[src/rtl/mem_access_unit_if.sv]
// Bus-side signal bundle between the memory access unit (master) and the data
// memory / bus slave.
interface mem_access_unit_if;
    logic        bus_req;
    logic        bus_we;
    logic [31:0] bus_addr;
    logic [3:0]  bus_be;
    logic [31:0] bus_wdata;
    logic        bus_ready;
    logic [31:0] bus_rdata;

    modport master (
        output bus_req, bus_we, bus_addr, bus_be, bus_wdata,
        input  bus_ready, bus_rdata
    );

    modport slave (
        input  bus_req, bus_we, bus_addr, bus_be, bus_wdata,
        output bus_ready, bus_rdata
    );
endinterface

[src/rtl/mem_access_unit.sv]
// MEM-stage load/store unit: turns pipeline requests into single bus transactions,
// stalls the pipeline while the bus is busy, and reports misalignment and bus timeouts.
module mem_access_unit #(
    parameter int unsigned TIMEOUT = 255
) (
    input  logic        clk,
    input  logic        reset,
    input  logic        Mi_memRead,
    input  logic        Mi_memWrite,
    input  logic [1:0]  Mi_memSize,
    input  logic [31:0] Mi_addr,
    input  logic [31:0] Mi_writeData,
    output logic [31:0] Mo_readData,
    output logic        Mo_stall,
    output logic        Mo_misaligned,
    output logic        Mo_busErr,
    mem_access_unit_if.master bus
);

    typedef enum logic [1:0] {
        IDLE = 2'd0,
        BUSY = 2'd1,
        DONE = 2'd2
    } state_t;

    state_t      state_q, state_d;
    logic [15:0] cnt_q;
    logic [31:0] rd_q;
    logic        err_q;
    logic [1:0]  off_q;
    logic [1:0]  size_q;

    logic        req_q;
    logic        we_q;
    logic [31:0] addr_q;
    logic [3:0]  be_q;
    logic [31:0] wdata_q;

    logic        access;
    logic        misaligned;
    logic        timeout_hit;
    logic [3:0]  be_d;
    logic [31:0] wdata_d;
    logic [31:0] rdata_lane;

    assign access     = Mi_memRead | Mi_memWrite;
    assign misaligned = ((Mi_memSize == 2'b01) && Mi_addr[0]) ||
                        (Mi_memSize[1] && (Mi_addr[1:0] != 2'b00));

    // cnt_q counts BUSY cycles already finished, so +1 includes the current one.
    assign timeout_hit = ({1'b0, cnt_q} + 17'd1) == 17'(TIMEOUT);

    // Byte enables and lane-replicated store data for the request being presented.
    always_comb begin
        be_d    = 4'b0000;
        wdata_d = '0;
        case (Mi_memSize)
            2'b00: begin
                be_d    = 4'b0001 << Mi_addr[1:0];
                wdata_d = {4{Mi_writeData[7:0]}};
            end
            2'b01: begin
                be_d    = Mi_addr[1] ? 4'b1100 : 4'b0011;
                wdata_d = {2{Mi_writeData[15:0]}};
            end
            default: begin
                be_d    = 4'b1111;
                wdata_d = Mi_writeData;
            end
        endcase
    end

    // Lane extraction uses the offset/size latched at request time.
    always_comb begin
        rdata_lane = '0;
        case (size_q)
            2'b00:   rdata_lane = {24'd0, bus.bus_rdata[{off_q, 3'b000} +: 8]};
            2'b01:   rdata_lane = off_q[1] ? {16'd0, bus.bus_rdata[31:16]}
                                           : {16'd0, bus.bus_rdata[15:0]};
            default: rdata_lane = bus.bus_rdata;
        endcase
    end

    // NOTE: every output of this block gets a default first, otherwise paths that
    // skip an assignment would infer latches.
    always_comb begin
        state_d       = state_q;
        Mo_stall      = 1'b0;
        Mo_misaligned = 1'b0;
        Mo_busErr     = 1'b0;
        Mo_readData   = '0;
        case (state_q)
            IDLE: begin
                // Gated by reset so a request held during reset does not stall.
                if (access && !reset) begin
                    if (misaligned) begin
                        Mo_misaligned = 1'b1;
                    end else begin
                        Mo_stall = 1'b1;
                        state_d  = BUSY;
                    end
                end
            end
            BUSY: begin
                Mo_stall = 1'b1;
                if (bus.bus_ready || timeout_hit) state_d = DONE;
            end
            DONE: begin
                Mo_readData = rd_q;
                Mo_busErr   = err_q;
                state_d     = IDLE;
            end
            default: state_d = IDLE;
        endcase
    end

    // NOTE: sequential state uses non-blocking assignments so every register
    // samples the pre-edge values regardless of statement order.
    always_ff @(posedge clk or posedge reset) begin
        if (reset) state_q <= IDLE;
        else       state_q <= state_d;
    end

    always_ff @(posedge clk or posedge reset) begin
        if (reset) begin
            req_q   <= 1'b0;
            we_q    <= 1'b0;
            addr_q  <= '0;
            be_q    <= '0;
            wdata_q <= '0;
            cnt_q   <= '0;
            rd_q    <= '0;
            err_q   <= 1'b0;
            off_q   <= '0;
            size_q  <= '0;
        end else begin
            case (state_q)
                IDLE: begin
                    if (state_d == BUSY) begin
                        req_q   <= 1'b1;
                        we_q    <= Mi_memWrite;
                        addr_q  <= {Mi_addr[31:2], 2'b00};
                        be_q    <= be_d;
                        wdata_q <= wdata_d;
                        off_q   <= Mi_addr[1:0];
                        size_q  <= Mi_memSize;
                        cnt_q   <= '0;
                        err_q   <= 1'b0;
                    end
                end
                BUSY: begin
                    cnt_q <= cnt_q + 16'd1;
                    if (bus.bus_ready) begin
                        req_q <= 1'b0;
                        rd_q  <= rdata_lane;
                        err_q <= 1'b0;
                    end else if (timeout_hit) begin
                        req_q <= 1'b0;
                        rd_q  <= '0;
                        err_q <= 1'b1;
                    end
                end
                default: ;
            endcase
        end
    end

    assign bus.bus_req   = req_q;
    assign bus.bus_we    = we_q;
    assign bus.bus_addr  = addr_q;
    assign bus.bus_be    = be_q;
    assign bus.bus_wdata = wdata_q;

endmodule

[src/flat_wrapper.sv]
// flat-port wrapper written by rule: the top's interface ports become plain ports
module mem_access_unit_flat 
#(
    parameter int unsigned TIMEOUT = 255
)
  (clk, reset, Mi_memRead, Mi_memWrite, Mi_memSize, Mi_addr, Mi_writeData, Mo_readData, Mo_stall, Mo_misaligned, Mo_busErr, bus_bus_req, bus_bus_we, bus_bus_addr, bus_bus_be, bus_bus_wdata, bus_bus_ready, bus_bus_rdata);
  mem_access_unit_if bus_i ();
  input  logic clk;
  input  logic reset;
  input  logic Mi_memRead;
  input  logic Mi_memWrite;
  input  logic [1:0] Mi_memSize;
  input  logic [31:0] Mi_addr;
  input  logic [31:0] Mi_writeData;
  output logic [31:0] Mo_readData;
  output logic Mo_stall;
  output logic Mo_misaligned;
  output logic Mo_busErr;
  output wire logic [$bits(bus_i.bus_req)-1:0] bus_bus_req;
  output wire logic [$bits(bus_i.bus_we)-1:0] bus_bus_we;
  output wire logic [$bits(bus_i.bus_addr)-1:0] bus_bus_addr;
  output wire logic [$bits(bus_i.bus_be)-1:0] bus_bus_be;
  output wire logic [$bits(bus_i.bus_wdata)-1:0] bus_bus_wdata;
  input wire logic [$bits(bus_i.bus_ready)-1:0] bus_bus_ready;
  input wire logic [$bits(bus_i.bus_rdata)-1:0] bus_bus_rdata;
  assign bus_bus_req = bus_i.bus_req;
  assign bus_bus_we = bus_i.bus_we;
  assign bus_bus_addr = bus_i.bus_addr;
  assign bus_bus_be = bus_i.bus_be;
  assign bus_bus_wdata = bus_i.bus_wdata;
  assign bus_i.bus_ready = bus_bus_ready;
  assign bus_i.bus_rdata = bus_bus_rdata;
  mem_access_unit #(.TIMEOUT(TIMEOUT)) u_core (.clk(clk), .reset(reset), .Mi_memRead(Mi_memRead), .Mi_memWrite(Mi_memWrite), .Mi_memSize(Mi_memSize), .Mi_addr(Mi_addr), .Mi_writeData(Mi_writeData), .Mo_readData(Mo_readData), .Mo_stall(Mo_stall), .Mo_misaligned(Mo_misaligned), .Mo_busErr(Mo_busErr), .bus(bus_i));
endmodule
[config.mk]
export PLATFORM = sky130hd
export DESIGN_NAME = mem_access_unit_flat
export DESIGN_NICKNAME = d
export VERILOG_FILES = /design/src/rtl/mem_access_unit_if.sv /design/src/rtl/mem_access_unit.sv /design/src/flat_wrapper.sv
export SDC_FILE = /design/constraint.sdc
export NUM_CORES = 1
export LEC_CHECK = 0
export ABC_AREA = 1
export CORE_MARGIN = 2
export CORE_UTILIZATION = 42
export CTS_CLUSTER_SIZE = 24
export DETAILED_ROUTE_END_ITERATION = 8
export GPL_ROUTABILITY_DRIVEN = 0
export PLACE_DENSITY = 0.78
export SYNTH_ARGS = -nofsm -noshare
export SYNTH_HDL_FRONTEND = slang
export SYNTH_SLANG_ARGS = --single-unit
[constraint.sdc]
create_clock -name clk -period 3.65 [get_ports clk]
set_input_delay 0.5475 -clock clk [delete_from_list [all_inputs] [get_ports clk]]
set_output_delay 0.5475 -clock clk [all_outputs]
set_load 0.02 [all_outputs]
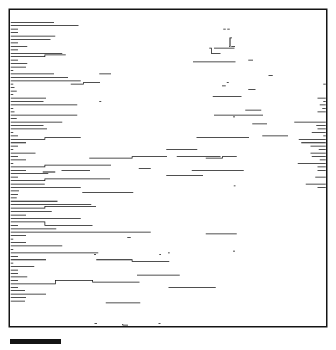
met3.png
Scale bar: 20 um.
longest straight run: 55.0 um
main direction: horizontal
nets with wire on the layer: 127
share of all routed wire: 8.2%
wire length on this layer: 1470 um
routed wire length: 17960 um
vias: 5944

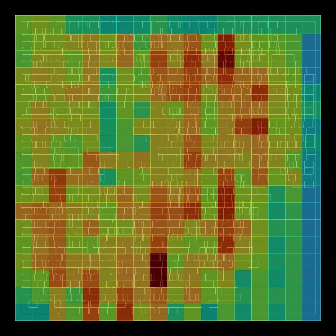
final_congestion.png
most heavily used metal layer in global routing: met2
post-layout util: 61.76%
overall track demand over capacity in global routing: 23.19%
GR Layer Usage met3: 8.935%
met1 Track Usage GR: 28.30%

==> impl_metrics.tcl <==
# implementation run metrics
set metrics [dict create \
    nMultiInputCombCells 564 \
    topCellsByArea "sky130_fd_sc_hd__dfrtp_1, sky130_fd_sc_hd__nand2_1, sky130_fd_sc_hd__nor2_1, sky130_fd_sc_hd__inv_1, sky130_fd_sc_hd__nand3_1" \
    netSwitchingFraction_pct 34.05 \
    syn-instance-count 813 \
    worst_setup_sp_type "input port" \
    grt_max_degree 106 \
    worstSetupEndpointType "output port" \
    muxShareOfSynthArea_pct 1.142 \
    post_synth_ao_oa_area_fraction_pct 9.867 \
    io_buffer_count 205 \
    num-fill-cells 1290 \
    dpl.hpwl_um 12610 \
    worst_setup_path_end "Mo_misaligned" \
    cts.repair.resized 0 \
    basic_gates_by_area_pct 29.42 \
    wl_met3_um 1474 \
    rows 44 \
    critPathMostFrequentCell "sky130_fd_sc_hd__clkdlybuf4s50_1" \
    finalPower_mw 5.371 \
    area_delta_synth_final_pct 45.16 \
    wl_per_cell_um 14.90 \
    ys_dominant_reg_cell "sky130_fd_sc_hd__dfrtp_1" \
    first_pass_grt_wire_length_um 28880 \
    postLayoutCellArea_um2 8909 \
    dominant-cell-class "flip-flops and latches" \
    cts.hold.buffers_added 0 \
    status "completed" \
    hold_path.startpoint "u_core.bus.bus_addr[3]$_DFFE_PP0P_" \
    drt_first_pass_iters 4 \
    antenna_found_initial 0 \
    worstHoldEndpoint "u_core.bus.bus_addr[3]$_DFFE_PP0P_" \
    critical-path-max-stage-delay_ns 0.61 \
    initial_core_util_pct 42.55 \
    yosys-stat-cells 813 \
    overflow 0 \
    enable_flop_cells 0 \
    whs_path_depth 2 \
    io-pin-count 208 \
    synth.avg_cell_area_um2 7.549 \
    clock_sink_count 123 \
    clock_buffer_count 21 \
    max_clock_freq_mhz 343.3 \
    core_region_area_um2 14420 \
    n_sequential_cell 123 \
    wp_depth 6 \
    stdcell_count 1205 \
    power_per_cell_area_nw_per_um2 602.9 \
    combinationalPower_mw 1.73 \
    avgViaCountPerCell 4.933 \
    die_ht_um 124.9 \
    power_frac_clock_pct 30.9 \
    met2WireLength_um 8675 \
    final_hold_viol_count 0 \
    final.hold.worst_slack_ns 0.4666 \
    report.final.slew_viol_count 0 \
    worst_setup_path_startpoint "Mi_addr[1]" \
    yosys.stat.chipArea_um2 6137 \
    final_layout_top_logic_cells "sky130_fd_sc_hd__nand2_1, sky130_fd_sc_hd__clkdlybuf4s50_1, sky130_fd_sc_hd__dfrtp_1, sky130_fd_sc_hd__nor2_1, sky130_fd_sc_hd__inv_1" \
    post_synth_xor_area_fraction_pct 0.4281 \
    drt-initial-drc-count 382 \
    critical_path.top_delay_family "buffers and inverters" \
    clkCellAreaFrac_pct 6.517 \
    dpl-instance-area_um2 8328 \
    gr-usage-met2_pct 38.12 \
    seqPwrFrac_pct 36.9 \
    total_of_warnings_raised_by_yosys 0 \
    worst-r2r-setup-slack_ns 1.21 \
    top_cell "sky130_fd_sc_hd__nand2_1" \
    crit_arrival_ns 2.37 \
    clock_skew_ns 0.008573 \
    static-leakage-power_nw 4.177 \
    area.share.combinational_pct 28.62 \
    numCtsBuffers 17 \
    area.combinational_um2 2550 \
    nonClkBufAreaFrac_pct 24.02 \
    pre_cts_worst_setup_slack_ns 0.7739 \
    critical_path.reg2reg.endpoint "u_core.rd_q[20]$_DFFE_PP0P_" \
    drv_cap 0 \
    met1_length_um 7474 \
    sequential_cell_area_um2 3078 \
    chip_area_um2 15600 \
    dp.cells 1173 \
    lay_top_count "sky130_fd_sc_hd__nand2_1" \
    r2r_cell_count 14 \
    nNonClkInverters 87 \
    cell_internal_pwr_mw 3.542 \
    ctsHtreeMaxLevel 4 \
    vdd_ir_drop_max_mv 0.3857 \
]
Power is estimated from default activity; no workload was simulated.
